<file path="config.mk">
export PLATFORM = sky130hd
export DESIGN_NAME = nbit_n_one_arb_mux
export DESIGN_NICKNAME = d
export VERILOG_FILES = /design/src/rtl/nbit_n_one_arb_mux.sv
export SDC_FILE = /design/constraint.sdc
export NUM_CORES = 1
export LEC_CHECK = 0
export CORE_MARGIN = 1.5
export CORE_UTILIZATION = 38
export CTS_CLUSTER_DIAMETER = 100
export DETAILED_ROUTE_END_ITERATION = 8
export GPL_ROUTABILITY_DRIVEN = 0
export PLACE_DENSITY = 0.79
export SETUP_SLACK_MARGIN = 0.05
export SLEW_MARGIN = 5
export SYNTH_ARGS = -nofsm -noshare
export SYNTH_HDL_FRONTEND = slang
export SYNTH_SLANG_ARGS = --single-unit
</file>
<file path="constraint.sdc">
create_clock -name clk -period 2.9 [get_ports clk]
set_clock_uncertainty 0.15 [all_clocks]
set_input_delay 0.29 -clock clk [delete_from_list [all_inputs] [get_ports clk]]
set_output_delay 0.29 -clock clk [all_outputs]
set_load 0.005 [all_outputs]
</file>
<file path="src/rtl/nbit_n_one_arb_mux.sv">
// N-input to 1-output registered bus multiplexer with valid/ready on every port.
// The source is chosen by a round-robin arbiter or by a forced external select.
module nbit_n_one_arb_mux #(
    parameter int unsigned NUM_CH     = 4,
    parameter int unsigned DATA_WIDTH = 8,
    parameter int unsigned SEL_WIDTH  = 2
) (
    input  logic                         clk,
    input  logic                         reset_n,
    input  logic [NUM_CH*DATA_WIDTH-1:0] bus_in,
    input  logic [NUM_CH-1:0]            in_valid,
    output logic [NUM_CH-1:0]            in_ready,
    input  logic                         force_en,
    input  logic [SEL_WIDTH-1:0]         force_sel,
    output logic [DATA_WIDTH-1:0]        bus_out,
    output logic                         out_valid,
    input  logic                         out_ready,
    output logic [SEL_WIDTH-1:0]         bus_ch
);

    logic [DATA_WIDTH-1:0] bus_out_q;
    logic                  out_valid_q;
    logic [SEL_WIDTH-1:0]  bus_ch_q;
    logic [SEL_WIDTH-1:0]  rr_ptr_q;
    logic [SEL_WIDTH-1:0]  rr_ptr_d;

    logic                  load_en;
    logic                  grant_vld;
    logic [SEL_WIDTH-1:0]  grant_idx;
    logic [DATA_WIDTH-1:0] grant_data;
    logic                  xfer;

    assign load_en = !out_valid_q || out_ready;
    assign xfer    = grant_vld && load_en;

    // Round-robin scan from rr_ptr with wrap is done as two linear passes:
    // first channels at or above rr_ptr, then the remaining lower channels.
    always_comb begin
        grant_vld = 1'b0;
        grant_idx = '0;
        if (force_en) begin
            for (int unsigned i = 0; i < NUM_CH; i++) begin
                if (force_sel == SEL_WIDTH'(i) && in_valid[i]) begin
                    grant_vld = 1'b1;
                    grant_idx = SEL_WIDTH'(i);
                end
            end
        end else begin
            for (int unsigned i = 0; i < NUM_CH; i++) begin
                if (!grant_vld && in_valid[i] && (32'(rr_ptr_q) <= i)) begin
                    grant_vld = 1'b1;
                    grant_idx = SEL_WIDTH'(i);
                end
            end
            for (int unsigned i = 0; i < NUM_CH; i++) begin
                if (!grant_vld && in_valid[i]) begin
                    grant_vld = 1'b1;
                    grant_idx = SEL_WIDTH'(i);
                end
            end
        end
    end

    always_comb begin
        grant_data = '0;
        for (int unsigned i = 0; i < NUM_CH; i++) begin
            if (grant_idx == SEL_WIDTH'(i)) begin
                grant_data = bus_in[i*DATA_WIDTH +: DATA_WIDTH];
            end
        end
    end

    // Ready is gated by reset so no handshake can complete while it is held.
    always_comb begin
        in_ready = '0;
        for (int unsigned i = 0; i < NUM_CH; i++) begin
            in_ready[i] = reset_n && xfer && (grant_idx == SEL_WIDTH'(i));
        end
    end

    assign rr_ptr_d = (32'(grant_idx) == NUM_CH - 1) ? '0 : grant_idx + SEL_WIDTH'(1);

    always_ff @(posedge clk or negedge reset_n) begin
        if (!reset_n) begin
            bus_out_q   <= '0;
            out_valid_q <= 1'b0;
            bus_ch_q    <= '0;
            rr_ptr_q    <= '0;
        end else if (xfer) begin
            bus_out_q   <= grant_data;
            bus_ch_q    <= grant_idx;
            out_valid_q <= 1'b1;
            if (!force_en) begin
                rr_ptr_q <= rr_ptr_d;
            end
        end else if (out_ready) begin
            out_valid_q <= 1'b0;
        end
    end

    assign bus_out   = bus_out_q;
    assign out_valid = out_valid_q;
    assign bus_ch    = bus_ch_q;

endmodule

</file>
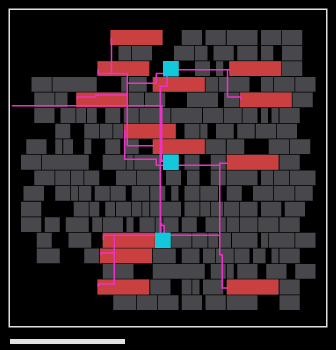
Fig. 1. Routed clock nets over the placement.
Bar = 20 µm.
legend:
  red:
    item: flip-flops
    count: 13
  cyan:
    item: clock-net drivers
    count: 3
  magenta:
    item: clock wires
    length: 222 µm
routed clock nets: 4

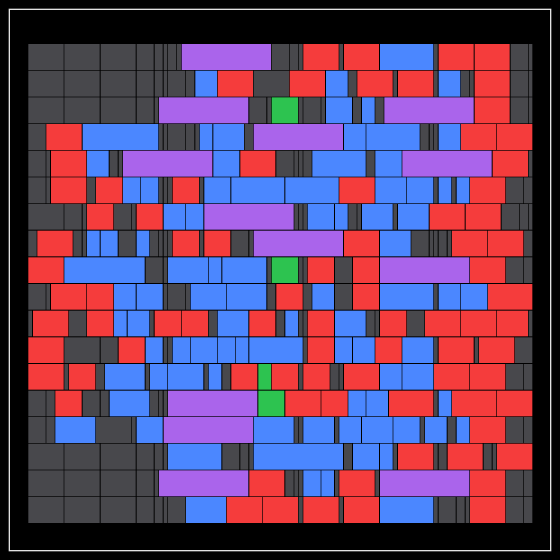
Fig. 2. Cell classes on the final placement.
Fill, decap, tap and diode cells in grey.
legend:
  green:
    class: clock drivers and dummy loads
    cells: 4
    share_of_their_area: 1.4%
  red:
    class: remaining buffers and delay cells
    cells: 82
    share_of_their_area: 42%
  blue:
    class: remaining logic cells
    cells: 88
    share_of_their_area: 39%
  purple:
    class: registers
    cells: 13
    share_of_their_area: 18%

==> results_dict.tcl <==
# place-and-route summary
set metrics [dict create \
    status "finished clean" \
    max-cap-violations 0 \
    htree_levels 1 \
    power_density_mw_per_mm2 518.6 \
    synth_flops 13 \
    crit_path_end "in_ready[3]" \
    end_kind "output pin" \
    numCtsBuffers 3 \
    ys_top_logic_family "AND-OR/OR-AND gates" \
    cts_resized 11 \
    ir_drop_uv 309.0 \
    dr.pass1.iters 4 \
    area_delta_synth_final_pct 80.97 \
    path_depth 9 \
    crit_slowest_cell "clkdlybuf4s50_1" \
    clkbuf_count 4 \
    critPathRequiredTime_ps 2460 \
    yosysUniqueCellTypes 29 \
    grt_max_degree 17 \
    p_leak_nw 0.8641 \
    setup_tns_ps 0 \
    die_x_um 55.12 \
    grt_pass1_vias 1241 \
    swShare 0.3204 \
    hpwl_um 2491 \
    layout-drive-gt1-share 0.2727 \
    fmax_mhz 354.8 \
    power_clock_mw 0.123 \
    start_kind "input port" \
    grt_antenna_before_repair 0 \
    hold_buffers 0 \
    fp.coreArea_mm2 0.002522 \
    fillers 184 \
    finalCriticalPeriod_ps 2819 \
    chipArea_mm2 0.003038 \
    post-place-ws_ps -278.2 \
    seq_share 0.1741 \
    logic_area_um2 701.9 \
    relSlewSlack 0.7438 \
    clkSlewWorstSetupHoldPaths_ps 100 \
    crit_type "input port to output pin" \
    ys_seq_share 0.3152 \
    tightestPinTransition_ps 383.8 \
    grt-busiest-layer "met2" \
    warning_count 31 \
    drt-initial-drc-count 13 \
    compound_area_frac 0.2364 \
    vias_per_cell 5.355 \
    setup_viol 0 \
    min_path_type "input port to asynchronous set/reset pin" \
    top_area_frac 0.3152 \
    synthMostInstantiatedCell "dfrtp_1" \
    largestClassByArea "buffers" \
    inverters 4 \
    regArea_um2 325.3 \
    tritoncts "built" \
    yosys.area.top_type "dfrtp_1" \
    final_util 0.7406 \
    comb_share 0.3758 \
    ys_sh_mux 0.1830 \
    worstReg2RegStart "rr_ptr_q[1]" \
    grt_usage 0.2393 \
    clockPowerShare 0.127 \
    crit_chain "clkdlybuf4s50_1, mux2_2, and3_1, a21o_1, buf_4, buf_4, ha_1, and3_1, dlygate4sd2_1" \
    n_all_buffers 82 \
    top_cells_by_area "dfrtp_1 (32%), mux2_4 (8.7%), a221oi_1 (6.8%)" \
    yosys-stat-area_mm2 0.001032 \
    use_met2 0.4524 \
    syn_avg_cell_area_um2 9.738 \
    fp_util 0.4092 \
    io_pins 57 \
    hold_viol_final 0 \
    finalCritPeriodShare 0.9719 \
    die_h_um 55.12 \
    arrival_ps 2380 \
    clk_latency_ps 290 \
    grt_overflow 0 \
    dpl_cell_area_mm2 0.001769 \
    nonClkBufAreaFrac 0.4079 \
    seq-power_mw 0.296 \
    vias 1162 \
    grt_use_met3 0.04301 \
    p_comb_frac 0.568 \
    edf_count 0 \
    holdWs_ps 105.0 \
    p_seq_frac 0.305 \
    syn_area_mm2 0.001032 \
    met2_length_um 1607 \
    design_area_mm2 0.001868 \
    routed_wl_um 3295 \
    cts-root-buf "clkbuf_4" \
    layout_top_cells "clkdlybuf4s50_1 (52), buf_4 (26), dfrtp_1 (13)" \
    nWellTaps 30 \
    crit_path_max_incr_delay_ps 500 \
    port_buffers 56 \
    ys_cells 106 \
    reg2reg_setup_slack_ps 270 \
    wire_per_inst_um 15.18 \
    largestPowerGroup "combinational cells" \
    fin_ws_ps 81.45 \
    wl_met3_um 351 \
    cts_sinks 13 \
    crit_buf_inv 4 \
    internal-power_mw 0.6583 \
    flops 13 \
    stdcell_count 217 \
    fp_nets 152 \
    synthArstFlopShare 1.000 \
    rsz0062_at_grt "true" \
    grt_pass1_wl_um 5168 \
    p_total_mw 0.9687 \
    clock_area_frac 0.01407 \
    drt-met1-wl_um 1283 \
    drcViolationCount 0 \
    rr_endpoint "bus_out[1]" \
    finalMaxSlewViolations 0 \
    top_layer "met4" \
    rr_worst_depth 10 \
    dp_cells 209 \
    clock_path_buffers 2 \
    p_switching_mw 0.3103 \
]
